Cell classes on the final placement:
Fill, decap, tap and diode cells in grey.
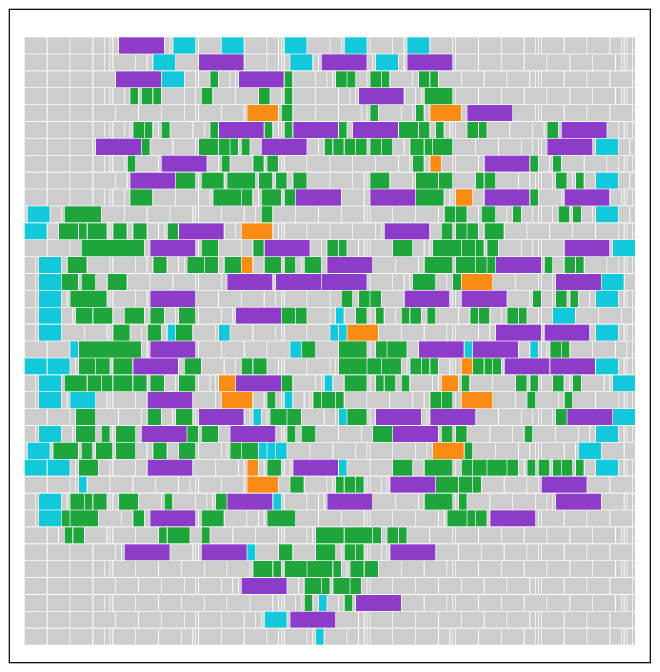
Met3 routing:
The bar under the picture is 20 um long.
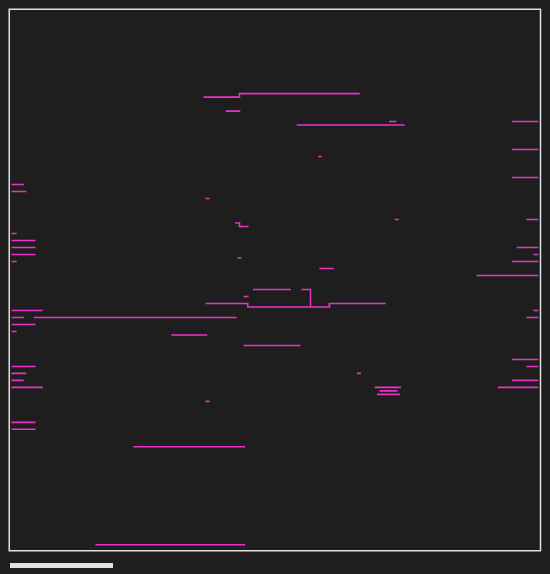
Wiring heat map:
The bar under the picture is 20 um long. The die is cut into 21 by 21 equal tiles; dark blue is low, red is high, scaled to the fullest tile. Values are wire area over tile area, all layers added.
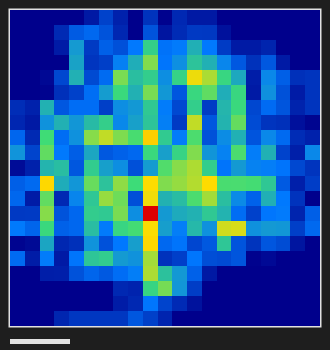
M1 wires:
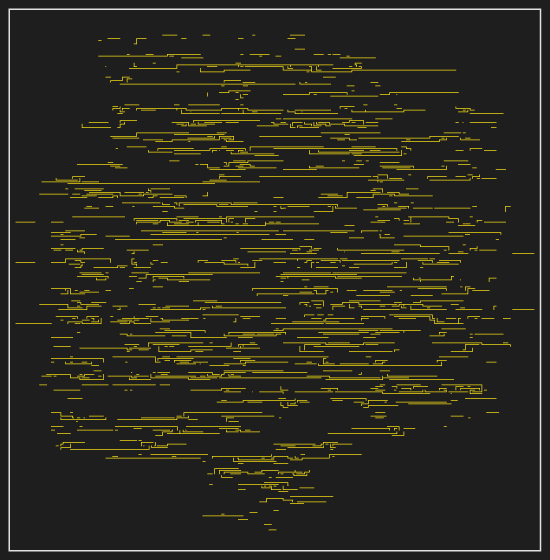
Clock wiring as the flow saved it:
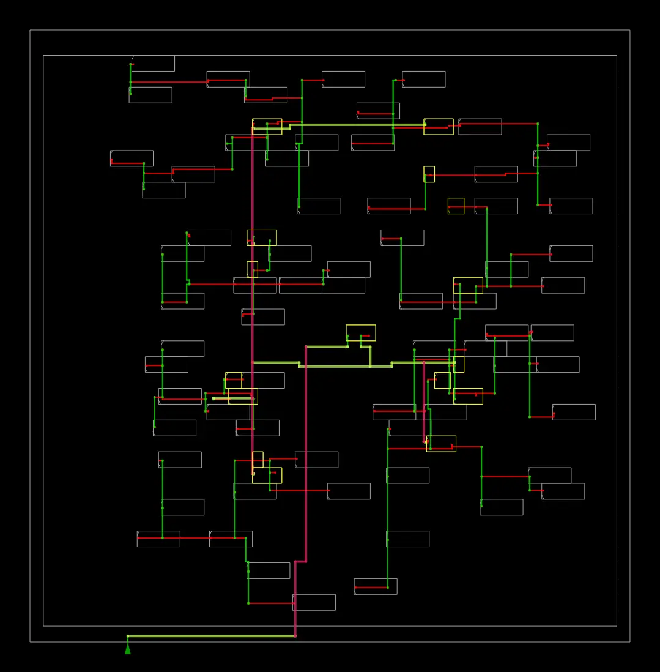
Design bin_to_bcd_seq, sky130hd; sources not shown.
==> run notes <==
Latest figures from synthesis and place and route.

The count of library flops with an enable pin is 0. The die outline width is 103 um. The power drawn by the combinational cells is 0.270 mW. The number of global-route vias before repair came to 2,648.

Per the post-run analysis, buffers plus inverters along the critical path come to 2. The final HPWL from detailed placement is 5620 um. In the global route stage, met2 resource usage came out at 24.1%. The number of placed I/O pins is 43. The average cell area after synthesis is 8.63 um^2.

STA shows the worst reg2reg path with a cell count of 6. Per the summary, power density relative to cell area is 522 nW/um^2. The met2 wire length is 3540 um. After floorplanning, the die was sized to cover 10,800 um^2. Among logic cells in the layout, the one with the most instances is sky130_fd_sc_hd__dfxtp_1. For this run, the post-layout net count is 459. The post-route worst setup slack is 0.546 ns. The number of stages on the worst hold path is 2. The category of the critical setup timing path is input port to register. The max-slew violation count is 0. The top cell type's share of synthesized area is 42.7%. On the worst path, the slowest cell contributes a delay of 0.54 ns.

Port buffering added 41 buffers. The placement-stage worst setup slack is 0.198 ns. The initial utilization of the core area, before any placement, comes to 33.6%.

The fraction of synthesis flops using an asynchronous set or reset pin is 0%. The total number of yosys warnings is 0. Ranked by total area, the top cell class in this layout is multi-input combinational cells. Registers take 1380 um^2.

According to the cell report, the number of logic gates is 267. Across the placement rows, the number of tap cells is 133. The maximum resistive drop on vdd is 0.000186 V. The main area contributors are sky130_fd_sc_hd__dfxtp_1 (43%), sky130_fd_sc_hd__nand2_1 (6.7%), sky130_fd_sc_hd__a21oi_1 (6.2%). The cell sequence reported for the critical path is clkdlybuf4s50_1 -> or4_4 -> buf_6 -> o41ai_4 -> xor2_1 -> o22ai_1. For reference, the final report shows the hold violation count at 0. The sequential fraction of the synthesis area is 42.7%. The die is 105 um tall. The run finished with clean final reports. Summed over all layers, the global routing overflow is 0. In this run the tightest slew margin relative to its limit is 58.3%.

The top fanout value on the critical path is 9. The switching share of power is 28.4%. Looking at the clock tree report, the maximum root-to-sink buffer count equals 2. Looking at the clock tree report, the root buffer type is sky130_fd_sc_hd__clkbuf_8. The share of cell area taken by multi-input logic gates is 42.7%.

The final total power is 2.08 mW. The detailed router reports a met3 wire length of 344 um. The net count entering floorplan is 407. The net switching power figure is 0.590 mW. The layer with the highest usage after global routing is met2. The top routing layer in use is met4. The library cells used most frequently in the layout, excluding fill and tap cells, are sky130_fd_sc_hd__dfxtp_1 (69), sky130_fd_sc_hd__nand2_1 (58), sky130_fd_sc_hd__clkdlybuf4s50_1 (41).

On the critical path the data arrives at 2.37 ns. The synthesis run shows the most used standard cells to be sky130_fd_sc_hd__dfxtp_1 (69), sky130_fd_sc_hd__nand2_1 (58), sky130_fd_sc_hd__a21oi_1 (40), sky130_fd_sc_hd__o21ai_0 (23), sky130_fd_sc_hd__clkbuf_1 (19).
-- 'cell classes on the final placement' (at the start) --
legend:
  orange:
    class: clock drivers and dummy loads
    cells: 16
    share_of_their_area: 4.4%
  cyan:
    class: remaining buffers and delay cells
    cells: 64
    share_of_their_area: 13%
  green:
    class: remaining logic cells
    cells: 283
    share_of_their_area: 46%
  purple:
    class: registers
    cells: 69
    share_of_their_area: 36%
fraction of standard cell area that is sequential: 34.7%
post-layout util: 41.3%
post-route cell area: 3980 um^2
core region area: 9640 um^2

-- 'met3 routing' (at the start) --
nets with wire on the layer: 42
main direction: horizontal
longest straight run: 39.1 um
share of all routed wire: 4.4%
wire length on this layer: 345 um
final wirelength: 7900 um
number of vias in the routed layout: 2,753
GR Layer Usage met3: 4.15%

-- 'wiring heat map' (at the start) --
mean over tiles: 0.12
fullest tile: 0.52
densest ninth of the die: centre
emptiest ninth of the die: lower right
tiles over half the peak: 11%
nearly empty tiles: 23%
total routing usage reported by global routing: 15.8%
routed wire length per instance: 14.0 um

-- 'M1 wires' (at the start) --
wire length on this layer: 3,790 um
longest straight run: 34.0 um
met1 layer usage reported by global route: 20.4%

-- 'clock wiring as the flow saved it' (at the start) --
maximum clock skew at final layout: 0.00942 ns
source-to-sink clock delay at the later pin of the worst-skew pair: 0.35 ns
Layout clock buffers: 9
Seq Cell Count: 69
# clock sinks: 69

Power and IR drop assume default switching activity.
